$ cat config.mk
export PLATFORM = sky130hd
export DESIGN_NAME = instr_fetch
export DESIGN_NICKNAME = d
export VERILOG_FILES = /design/src/rtl/rv_fetch_pkg.sv /design/src/rtl/instr_fetch.sv
export SDC_FILE = /design/constraint.sdc
export NUM_CORES = 1
export LEC_CHECK = 0
export CAP_MARGIN = 30
export CORE_UTILIZATION = 42
export DETAILED_ROUTE_END_ITERATION = 10
export MAX_ROUTING_LAYER = met4
export PLACE_DENSITY = 0.75
export SETUP_SLACK_MARGIN = 0.05
export SYNTH_ARGS = -nofsm -noshare
export SYNTH_HDL_FRONTEND = slang
export SYNTH_SLANG_ARGS = --single-unit
$ cat constraint.sdc
create_clock -name clk -period 1.65 [get_ports clk]
set_input_delay 0.33 -clock clk [delete_from_list [all_inputs] [get_ports clk]]
set_output_delay 0.33 -clock clk [all_outputs]
set_load 0.05 [all_outputs]
$ cat src/rtl/rv_fetch_pkg.sv
// Shared definitions for the instruction fetch stage: FSM states, word widths
// and the RV32I major opcodes used by the decoder and the testbench.
package rv_fetch_pkg;

  localparam int INSTR_W  = 32;
  localparam int OPCODE_W = 7;

  // F0..F3 fetch byte lane 0..3; HOLD presents the assembled word.
  typedef enum logic [2:0] {
    F0   = 3'd0,
    F1   = 3'd1,
    F2   = 3'd2,
    F3   = 3'd3,
    HOLD = 3'd4
  } fetch_state_t;

  localparam logic [OPCODE_W-1:0] OP_IMM = 7'b0010011;
  localparam logic [OPCODE_W-1:0] OP     = 7'b0110011;
  localparam logic [OPCODE_W-1:0] LOAD   = 7'b0000011;
  localparam logic [OPCODE_W-1:0] STORE  = 7'b0100011;
  localparam logic [OPCODE_W-1:0] BRANCH = 7'b1100011;
  localparam logic [OPCODE_W-1:0] JAL    = 7'b1101111;

  // Byte lane fetched in a given state; HOLD reads lane 0 so the address
  // bus sits on the word's own PC while waiting for the decoder.
  function automatic logic [1:0] lane_of(fetch_state_t s);
    return (s == HOLD) ? 2'd0 : s[1:0];
  endfunction

endpackage

$ cat src/rtl/instr_fetch.sv
// Instruction fetch stage: walks a byte-wide instruction memory four bytes at
// a time, assembles a little-endian 32-bit word and offers it to the decoder
// over valid/ready. A redirect restarts fetch at a word-aligned target.
module instr_fetch
  import rv_fetch_pkg::*;
#(
  parameter int                ADDR_W   = 8,
  parameter logic [ADDR_W-1:0] RESET_PC = '0
) (
  input  logic                clk,
  input  logic                rst,
  output logic [ADDR_W-1:0]   mem_addr,
  input  logic [7:0]          mem_rdata,
  input  logic                redirect_valid,
  input  logic [ADDR_W-1:0]   redirect_pc,
  output logic                instr_valid,
  input  logic                instr_ready,
  output logic [INSTR_W-1:0]  instr,
  output logic [ADDR_W-1:0]   instr_pc,
  output logic [OPCODE_W-1:0] opcode
);

  localparam logic [ADDR_W-1:0] START_PC = {RESET_PC[ADDR_W-1:2], 2'b00};

  fetch_state_t      state;
  logic [ADDR_W-1:0] pc;
  logic [1:0]        lane;

  // Byte address for the lane being fetched; wraps naturally at 2^ADDR_W.
  always_comb begin
    // NOTE: every always_comb output gets a value on every path, so no latch
    // can be inferred even if a later edit adds a conditional branch.
    lane     = lane_of(state);
    mem_addr = pc + ADDR_W'(lane);
  end

  assign opcode = instr[OPCODE_W-1:0];

  // Fetch FSM: byte capture, PC update, handshake and redirect.
  always_ff @(posedge clk or posedge rst) begin
    if (rst) begin
      // NOTE: the assembled word and its PC are reset as well, not just the
      // control state, because they are visible outputs with defined reset
      // values; leaving them X would leak into the decoder's opcode.
      state       <= F0;
      pc          <= START_PC;
      instr       <= '0;
      instr_pc    <= '0;
      instr_valid <= 1'b0;
    end else if (redirect_valid) begin
      // Redirect wins over everything, including a handshake in HOLD: the
      // presented word counts as consumed and the target replaces pc + 4.
      // NOTE: state registers use non-blocking assignments so every
      // right-hand side sees the pre-edge value regardless of statement order.
      pc          <= {redirect_pc[ADDR_W-1:2], 2'b00};
      state       <= F0;
      instr_valid <= 1'b0;
    end else begin
      if (state != HOLD) begin
        instr[{lane, 3'b000} +: 8] <= mem_rdata;
      end
      case (state)
        F0: state <= F1;
        F1: state <= F2;
        F2: state <= F3;
        F3: begin
          state       <= HOLD;
          instr_pc    <= pc;
          instr_valid <= 1'b1;
        end
        HOLD: begin
          if (instr_ready) begin
            pc          <= pc + ADDR_W'(4);
            state       <= F0;
            instr_valid <= 1'b0;
          end
        end
        default: begin
          state       <= F0;
          instr_valid <= 1'b0;
        end
      endcase
    end
  end

endmodule
Run 1, sequential cells colored by netlist name:
Scale: 4 px per um. Other sequential cells in the stronger gray, the rest of the logic in the fainter gray.
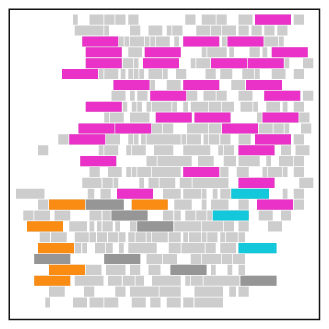
Key: orange = instr_pc [placed flops 6, where lower left]; cyan = state [placed flops 3]; magenta = instr [placed flops 32]
total sequential power: 1.60 mW
share of the final layout cell area in sequential cells: 35.21%
Sequential Area: 1205 um2

Run 1, placed cells, one color a class:
Scale: 4 px per um.
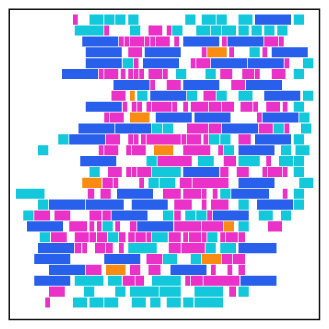
Key: blue = registers [cells 48, share of their area 36%]; cyan = remaining buffers and delay cells [cells 95, share of their area 27%]; magenta = remaining logic cells [cells 155, share of their area 34%]; orange = clock drivers and dummy loads [cells 8, share of their area 2.8%]
floorplan core area: 5473 um2
row cnt: 27
total non-filler cell area in the finished layout: 3422 um2

==> flow_metrics.rpt, run 1 <==
RUN METRICS
----------------------------------------------------
[STA]
  Tmin final ........................ 1577 ps
  Unrepaired setup endpoints after global routing ........................ yes
  Max Clock Skew ........................ 6.790 ps
  Hold violation count in the final report ........................ 0
  Hold Worst Slack ........................ 371.1 ps

[Final layout]
  Number of nets in the final layout ........................ 332
  Most used logic cell in the final layout ........................ sky130_fd_sc_hd__buf_4
  Post-layout utilization of the core ........................ 62.53%
  Fin cells ........................ 378
  Area delta synth->final ........................ 44.02%
  Fraction of layout cells with a size suffix above 1 ........................ 36.27%
  Dominant logic cell types in the final layout ........................ sky130_fd_sc_hd__buf_4 (63), sky130_fd_sc_hd__dfrtp_1 (45), sky130_fd_sc_hd__nand2_1 (31), sky130_fd_sc_hd__inv_1 (27), sky130_fd_sc_hd__mux2i_1 (24)

[Worst setup path]
  Critical Path Sink Type ........................ flop
  Worst path required time ........................ 1850 ps
  Kind of launch point of the worst setup path ........................ flop
  CP Cell Sequence ........................ inv_2 -> ha_2 -> nor2_1 -> and4_1 -> buf_4 -> a22o_1
  Slowest stage delay, CP ........................ 460 ps
  Arrival @ worst endpoint ........................ 1780 ps
  Launching instance or port of the critical path ........................ state[0]$_DFFE_PP0P_
  Worst Setup Path Type ........................ reg2reg
  Reg-to-Reg Start ........................ state[0]$_DFFE_PP0P_
  Cell type of the slowest stage on the worst timing path ........................ sky130_fd_sc_hd__dfrtp_2

[Synthesis]
  Primary FF master, synth ........................ sky130_fd_sc_hd__dfrtp_1
  Instance tally after logic synthesis ........................ 226
  Number of cell instances after yosys synthesis ........................ 226
  Top cells by count ........................ sky130_fd_sc_hd__dfrtp_1 (48), sky130_fd_sc_hd__nand2_1 (31), sky130_fd_sc_hd__inv_1 (30)
  EDFF count, synth ........................ 0
  Post-synthesis sequential area ratio ........................ 50.55%
  Unique cell types ........................ 36
  Cell types with the largest area share after synthesis ........................ sky130_fd_sc_hd__dfrtp_1 (51%), sky130_fd_sc_hd__mux2i_1 (11%), sky130_fd_sc_hd__nand2_1 (4.9%)

[Clock tree]
  Count of instances resized after the clock tree is built ........................ 9
  Maximum level of the CTS H-tree ........................ 2
  Number of clock sinks ........................ 48
  Max Buffers Root-to-Sink ........................ 2
  Clock-pin slew on the worst setup and hold paths ........................ 90 ps
  Post-CTS setup buffer count ........................ 2
  Clk ins delay skew pair ........................ 300 ps
  Num CTS Buffers ........................ 5
  Master cell of the clock root buffer ........................ sky130_fd_sc_hd__clkbuf_8

[Flow run]
  Tally of OpenROAD warnings ........................ 35

[Floorplan]
  Fp util ........................ 43.42%
  Width of the chip ........................ 77.22 um

[Placed design]
  Cell area after placement ........................ 3181 um2
  Post-Place Cells ........................ 366
  Placer's final routability congestion estimate ........................ 0.7851

[Outcome]
  Outcome ........................ finished, final reports clean

[Power and ir drop]
  Leakage power summed over all cells ........................ 1.584 nW

[Route]
  Residual DRC count ........................ 0
  Number of violations reported at the end of detailed-routing iteration 0 ........................ 114

[GRT]
  Vias in the first global route ........................ 1823

----------------------------------------------------
Run 1, nets reached from selected ports:
Scale: 6 px per um.
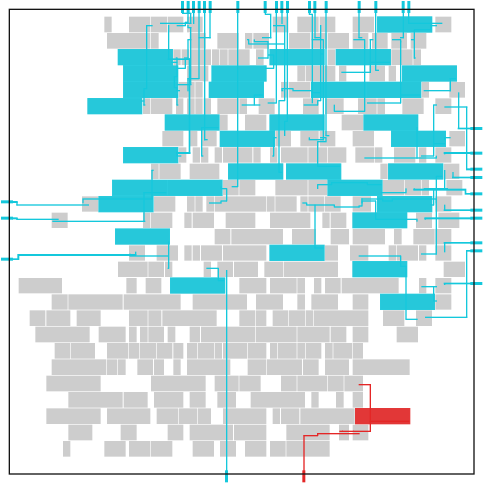
Key: red = instr_valid [bits 1, direction output, end cells 1, buffers 1, wire 36.6 um]; cyan = instr [bits 32, direction output, end cells 32, buffers 32, wire 839 um]
count of boundary I/O pins: 76
count of input and output buffers: 71

==> run 1: cells by family after synthesis <==
group / share of synthesized area [%]
buffers and inverters: 10.79
other: 0.1578
xor gates and xnor gates: 1.843
DFF: 50.55
muxes: 13.38
adders and majority gates: 3.686
and+or+nand+nor: 13.38
AOI/OAI and AO/OA: 6.214
==> run 1: worst paths after layout <==
path	endpoint	slack [ps]	depth (start not counted)
hold reg to reg	instr[8]$_DFFE_PP0P_	520	1
setup / recovery	instr[15]$_DFFE_PP0P_	70	6
min in group clk	instr[8]$_DFFE_PP0P_	520	1
hold / removal	instr[25]$_DFFE_PP0P_	370	3
max in group asynchronous	pc[2]$_DFFE_PP0N_	1030	3
setup reg to reg	instr[15]$_DFFE_PP0P_	70	6
==> run 1: flip-flops by register name, indices dropped and copies added (netlist names) <==
signal	count
state	3
pc	6
instr_valid	1
instr	32
instr_pc	6
==> run 1: report_power, final <==
group	internal (mW)	switching (mW)
registers	1.42	0.174
clock network	0.341	0.391
logic	0.756	1.47
==> run 1: per-layer routing <==
metal	vias up	track usage, %	routed length, um
met3	8	4.405	261
met4	0	7.358	89
met1	915	26.59	2474
met2	50	29.20	2751
li1	882	-	-
met5	-	-	0
==> run 1: critical path: cells and delay by family (launching register included) <==
kind / cells / cell delay [ps]
buffers and inverters: 2 / 270
flip-flops: 1 / 460
AND-OR/OR-AND: 1 / 180
adder cells (fa/ha/maj): 1 / 270
AND/OR/NAND/NOR: 2 / 280
==> run 1: area by class of cell <==
class	instances	area, um2
well taps	72	90.09
multi-input cells	125	1022
flip-flops and latches	48	1205
repair buffers	95	898.4
inverters	30	112.6
fillers	436	2051
clock inverters	1	7.507
clock buffers	7	86.33
--- run 2 (diff from run 1) ---
--- a/config.mk
+++ b/config.mk
@@ -8,6 +8,7 @@
 export CAP_MARGIN = 30
 export CORE_UTILIZATION = 42
 export DETAILED_ROUTE_END_ITERATION = 10
+export GPL_ROUTABILITY_DRIVEN = 0
 export MAX_ROUTING_LAYER = met4
 export PLACE_DENSITY = 0.75
 export SETUP_SLACK_MARGIN = 0.05
Run 2, placed cells, one color a class:
Scale: 4 px per um.
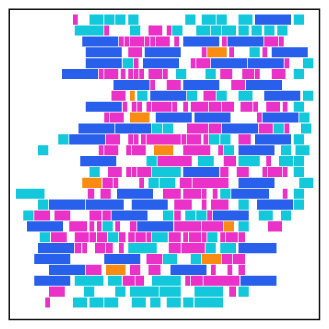
Key: blue = registers [cells 48, share of their area 36%]; orange = clock drivers and dummy loads [cells 8, share of their area 2.8%]; magenta = remaining logic cells [cells 155, share of their area 34%]; cyan = remaining buffers and delay cells [cells 95, share of their area 27%]

Run 2, routed clock nets over the placement:
Scale: 4 px per um.
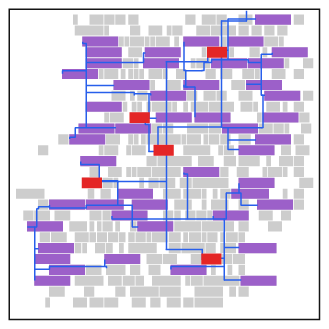
Key: red = clock-net drivers [count 5]; blue = clock wires [length 573 um]; purple = flip-flops [count 48]
There are 6 routed clock nets.

==> run 2 against run 1 <==
  * Cell area is the same
  * Combinational power is essentially flat
  * Clock power is essentially flat
  * Highest routed layer unchanged
==> flow_metrics.rpt, run 2 <==
RUN METRICS
----------------------------------------------------
[Outcome]
  Outcome ........................ finished, final reports clean

[Flow run]
  Tally of OpenROAD warnings ........................ 35 (unchanged)

[Synthesis]
  Number of cell instances after yosys synthesis ........................ 226 (unchanged)
  Post-synthesis sequential area ratio ........................ 50.55% (unchanged)

[Final layout]
  Register with the most flip-flops ........................ instr
  Dominant logic cell types in the final layout ........................ sky130_fd_sc_hd__buf_4 (63), sky130_fd_sc_hd__dfrtp_1 (45), sky130_fd_sc_hd__nand2_1 (31), sky130_fd_sc_hd__inv_1 (27), sky130_fd_sc_hd__mux2i_1 (24)
  Area delta synth->final ........................ 44.02% (unchanged)
  Fin cells ........................ 378 (unchanged)
  Fraction of layout cells with a size suffix above 1 ........................ 36.27% (unchanged)
  Number of nets in the final layout ........................ 332 (unchanged)
  Total non-filler cell area in the finished layout ........................ 3422 um2 (unchanged)

[Route]
  Number of violations reported at the end of detailed-routing iteration 0 ........................ 114 (unchanged)
  Highest metal layer with signal wires ........................ met4
  Met1 WL ........................ 2.474 mm (unchanged)
  Detailed-routed wire length on met3 ........................ 261 um (unchanged)
  Residual DRC count ........................ 0 (unchanged)

[GRT]
  Vias in the first global route ........................ 1823 (unchanged)
  Met3 GRT Util ........................ 4.405% (unchanged)

[STA]
  Tmin final ........................ 1577 ps (unchanged)
  Hold Worst Slack ........................ 371.1 ps (unchanged)
  Hold violation count in the final report ........................ 0 (unchanged)

[Clock tree]
  Max Buffers Root-to-Sink ........................ 2 (unchanged)
  Clk ins delay skew pair ........................ 300 ps (about the same)
  Num CTS Buffers ........................ 5 (unchanged)
  Clock-pin slew on the worst setup and hold paths ........................ 90 ps (about the same)
  Number of clock sinks ........................ 48 (unchanged)

[Floorplan]
  Count of boundary I/O pins ........................ 76 (unchanged)
  Fp util ........................ 43.42% (unchanged)
  Row cnt ........................ 27 (unchanged)

[Worst setup path]
  Critical Path Sink Type ........................ flop
  CP Cell Sequence ........................ inv_2 -> ha_2 -> nor2_1 -> and4_1 -> buf_4 -> a22o_1
  Arrival @ worst endpoint ........................ 1780 ps (about the same)
  Cell type of the slowest stage on the worst timing path ........................ sky130_fd_sc_hd__dfrtp_2
  Worst path required time ........................ 1850 ps (about the same)
  Worst Setup Path Type ........................ reg2reg

[Placed design]
  Count of input and output buffers ........................ 71 (unchanged)

----------------------------------------------------
## run 2: cell type report
type / instances / area (um2)
fill: 436 / 2051
sequential: 48 / 1205
multi-input combinational: 125 / 1022
timing repair buffer: 95 / 898.4
inverter: 30 / 112.6
tap: 72 / 90.09
clock buffer: 7 / 86.33
clock inverter: 1 / 7.507
## run 2: path summary, 6_finish.rpt
check	slack, ps	cells past startpoint	startpoint	to
setup / recovery	70	6	state[0]$_DFFE_PP0P_	instr[15]$_DFFE_PP0P_
hold / removal	370	3	rst	instr[25]$_DFFE_PP0P_
setup reg to reg	70	6	state[0]$_DFFE_PP0P_	instr[15]$_DFFE_PP0P_
hold reg to reg	520	1	instr[8]$_DFFE_PP0P_	instr[8]$_DFFE_PP0P_
max in group asynchronous	1030	3	rst	pc[2]$_DFFE_PP0N_
min in group clk	520	1	instr[8]$_DFFE_PP0P_	instr[8]$_DFFE_PP0P_
## run 2: critical path: cells and delay by family, from the launching register on
family | cells | cell delay (ps)
flip-flops | 1 | 460
AND/OR/NAND/NOR | 2 | 280
buffers and inverters | 2 | 270
adder cells (fa/ha/maj) | 1 | 270
AND-OR/OR-AND | 1 | 180
## run 2: kinds of logic (layout without fill, tap and decap cells)
group	count (synthesis)	count (layout)	synth area share, %
muxes	31	31	13.38
AOI/OAI and AO/OA	19	19	6.214
and+or+nand+nor	60	60	13.38
xor gates and xnor gates	5	5	1.843
DFF	48	48	50.55
adders and majority gates	7	7	3.686
other	1	3	0.1578
buffers and inverters	55	133	10.79
## run 2: power by group
part	switching, mW	total, mW	internal [mW]	leakage (nW)
registers	0.174	1.60	1.42	0.628
clock network	0.391	0.732	0.341	0.0445
logic	1.47	2.23	0.756	0.912
Run 2, nets reached from selected ports:
Scale: 6 px per um.
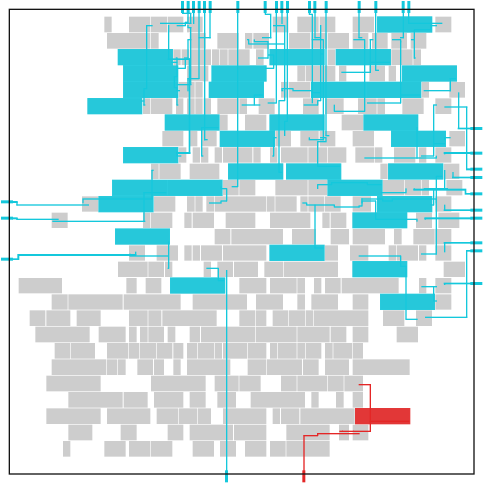

--- run 3 (diff from run 2) ---
--- a/config.mk
+++ b/config.mk
@@ -11,7 +11,7 @@
 export GPL_ROUTABILITY_DRIVEN = 0
 export MAX_ROUTING_LAYER = met4
 export PLACE_DENSITY = 0.75
-export SETUP_SLACK_MARGIN = 0.05
+export SLEW_MARGIN = 15
 export SYNTH_ARGS = -nofsm -noshare
 export SYNTH_HDL_FRONTEND = slang
 export SYNTH_SLANG_ARGS = --single-unit
Run 3, nets reached from selected ports:
Scale: 6 px per um.
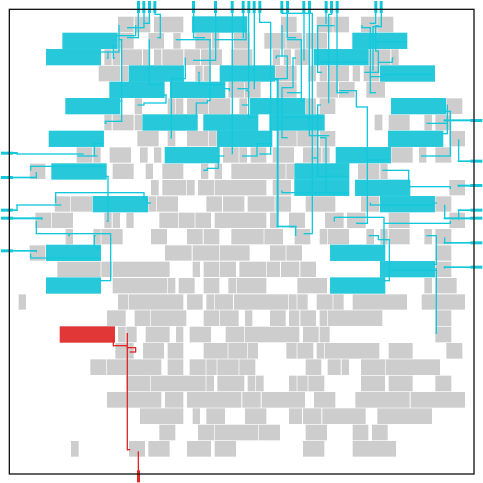
Key: red = instr_valid [bits 1, direction output, end cells 1, buffers 1, wire 29.7 um]; cyan = instr [bits 32, direction output, end cells 32, buffers 32, wire 853 um]

Run 3, placed cells, one color a class:
Scale: 4 px per um.
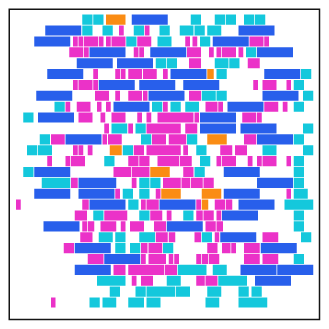
Key: cyan = remaining buffers and delay cells [cells 94, share of their area 26%]; magenta = remaining logic cells [cells 155, share of their area 34%]; blue = registers [cells 48, share of their area 37%]; orange = clock drivers and dummy loads [cells 8, share of their area 2.7%]
share of the final layout cell area in sequential cells: 36.13%
post-layout utilization of the core: 60.81%

==> run 3 against run 2 <==
  * Fmax decreased by 0.38%
  * Sequential share of layout area increased by 0.92 points
  * Flip-flop count stayed put
  * Synthesized area did not move
  * Clock skew increased by 0.52 ps
  * Utilization is 1.7 points lower
  * Clock power is 6.3% lower
  * Wire length decreased by 5.9%
  * Synthesized cell count stayed put
==> flow_metrics.rpt, run 3 <==
RUN METRICS
----------------------------------------------------
[Worst setup path]
  Critical Path Sink Type ........................ flop
  Worst path required time ........................ 1840 ps (about the same)
  Critical Path Sink ........................ instr[13]$_DFFE_PP0P_
  Arrival @ worst endpoint ........................ 1770 ps (about the same)
  Reg-to-Reg Start ........................ state[0]$_DFFE_PP0P_
  Launching instance or port of the critical path ........................ state[0]$_DFFE_PP0P_
  Critical register-to-register path endpoint ........................ instr[13]$_DFFE_PP0P_
  Register-to-Register Path Depth ........................ 6 (unchanged)

[STA]
  Tmin final ........................ 1583 ps (+6.058 ps)
  Max Clock Skew ........................ 7.308 ps
  Hold Worst Slack ........................ 390.6 ps (+19.48 ps)
  Hold violation count in the final report ........................ 0 (unchanged)

[Route]
  Number of violations reported at the end of detailed-routing iteration 0 ........................ 108 (-5.3%)
  Residual DRC count ........................ 0 (unchanged)
  Final wirelength ........................ 5.249 mm

[Synthesis]
  MUX share of area ........................ 13.38% (unchanged)
  Fraction of post-synthesis cell area in the top cell type by area ........................ 50.55%
  Post-synthesis sequential area ratio ........................ 50.55% (unchanged)
  Area share of and-or/or-and cells after synthesis ........................ 6.214% (unchanged)
  Synthesized-area fraction occupied by and/or/nand/nor cells ........................ 13.38% (unchanged)
  Post-synthesis xor/xnor area fraction ........................ 1.843% (unchanged)
  Post-Synth Adder-Cell Area ........................ 3.686% (unchanged)
  Top non-seq family ........................ multiplexers

[Final layout]
  Register with the most flip-flops ........................ instr
  Number of nets in the final layout ........................ 331 (-0.30%)
  Dominant logic cell types in the final layout ........................ sky130_fd_sc_hd__buf_4 (67), sky130_fd_sc_hd__dfrtp_1 (47), sky130_fd_sc_hd__nand2_1 (31), sky130_fd_sc_hd__inv_1 (27), sky130_fd_sc_hd__mux2i_1 (25)
  Total non-filler cell area in the finished layout ........................ 3328 um2 (-2.7%)
  Fraction of layout cells with a size suffix above 1 ........................ 34.10% (-2.2 points)
  Top Registers ........................ instr (32), instr_pc (6), pc (6)

[GRT]
  Residual overflow from global routing ........................ 0
  Vias in the first global route ........................ 1777 (-2.5%)

[Power and ir drop]
  Part of the total power dissipated in sequential elements ........................ 35.9% (+0.8 points)
  Sw Share ........................ 45.08% (+0.42 points)
  Internal power summed over all cells ........................ 2.442 mW (-3.2%)
  Net load switching power ........................ 2.005 mW (-1.5%)

[Floorplan]
  Fp util ........................ 43.42% (unchanged)
  Row cnt ........................ 27 (unchanged)
  Count of boundary I/O pins ........................ 76 (unchanged)

[Clock tree]
  Max Buffers Root-to-Sink ........................ 2 (unchanged)
  Num CTS Buffers ........................ 5 (unchanged)
  Clock-pin slew on the worst setup and hold paths ........................ 80 ps (about the same)

[Outcome]
  Outcome ........................ finished, final reports clean

[Placed design]
  Count of input and output buffers ........................ 71 (unchanged)

----------------------------------------------------
[run 3: power groups by stage]
stage	Combinational, mW	Sequential (mW)	Clock [mW]
global placement	2.11	1.61	0
floorplan	0.705	2.40	0
global route	2.27	1.63	0.761
detailed placement	2.13	1.62	0
CTS	2.17	1.60	0.723
finish	2.17	1.60	0.686
[run 3: critical path, stage by stage, from the launching register on]
cell                      delay [ps]
sky130_fd_sc_hd__dfrtp_2         450
sky130_fd_sc_hd__buf_6           150
sky130_fd_sc_hd__ha_1            180
sky130_fd_sc_hd__nor2b_1         140
sky130_fd_sc_hd__and4_1          210
sky130_fd_sc_hd__buf_4           160
sky130_fd_sc_hd__a22o_1          180
[run 3: what timing repair did]
item	4_1_cts	5_1_grt
buffers inserted	1	1
gates resized	4	8
endpoints found under the setup margin	2	34
cloned	0	0
pin swaps	0	0
[run 3: how the worst min path moves through the flow]
stage,startpoint,to,cells past startpoint
2_1_floorplan,redirect_pc[5],pc[5]$_DFFE_PP0N_,2
6_report,rst,instr[12]$_DFFE_PP0P_,3
4_1_cts,rst,instr[16]$_DFFE_PP0P_,3
5_1_grt,rst,instr[16]$_DFFE_PP0P_,3
3_3_place_gp,instr[15]$_DFFE_PP0P_,instr[15]$_DFFE_PP0P_,1
3_5_place_dp,instr[8]$_DFFE_PP0P_,instr[8]$_DFFE_PP0P_,1
[run 3: layer usage]
metal  vias up  share of wire, %  global-route usage [%]
met1       878                47                   25.78
met4         0               1.8                   8.491
met3         6               2.3                   2.738
met2        33                48                   28.67
met5         -                 0                       -
li1        892                 -                       -
[run 3: cell type report]
type	instances	area (um2)
Clock buffer	5	68.82
Clock inverter	3	18.77
Fill cell	481	2145
Inverter	30	112.6
Multi-Input combinational cell	125	988.4
Sequential cell	48	1202
Tap cell	72	90.09
Timing Repair Buffer	94	847.1
Power and IR drop assume default switching activity.
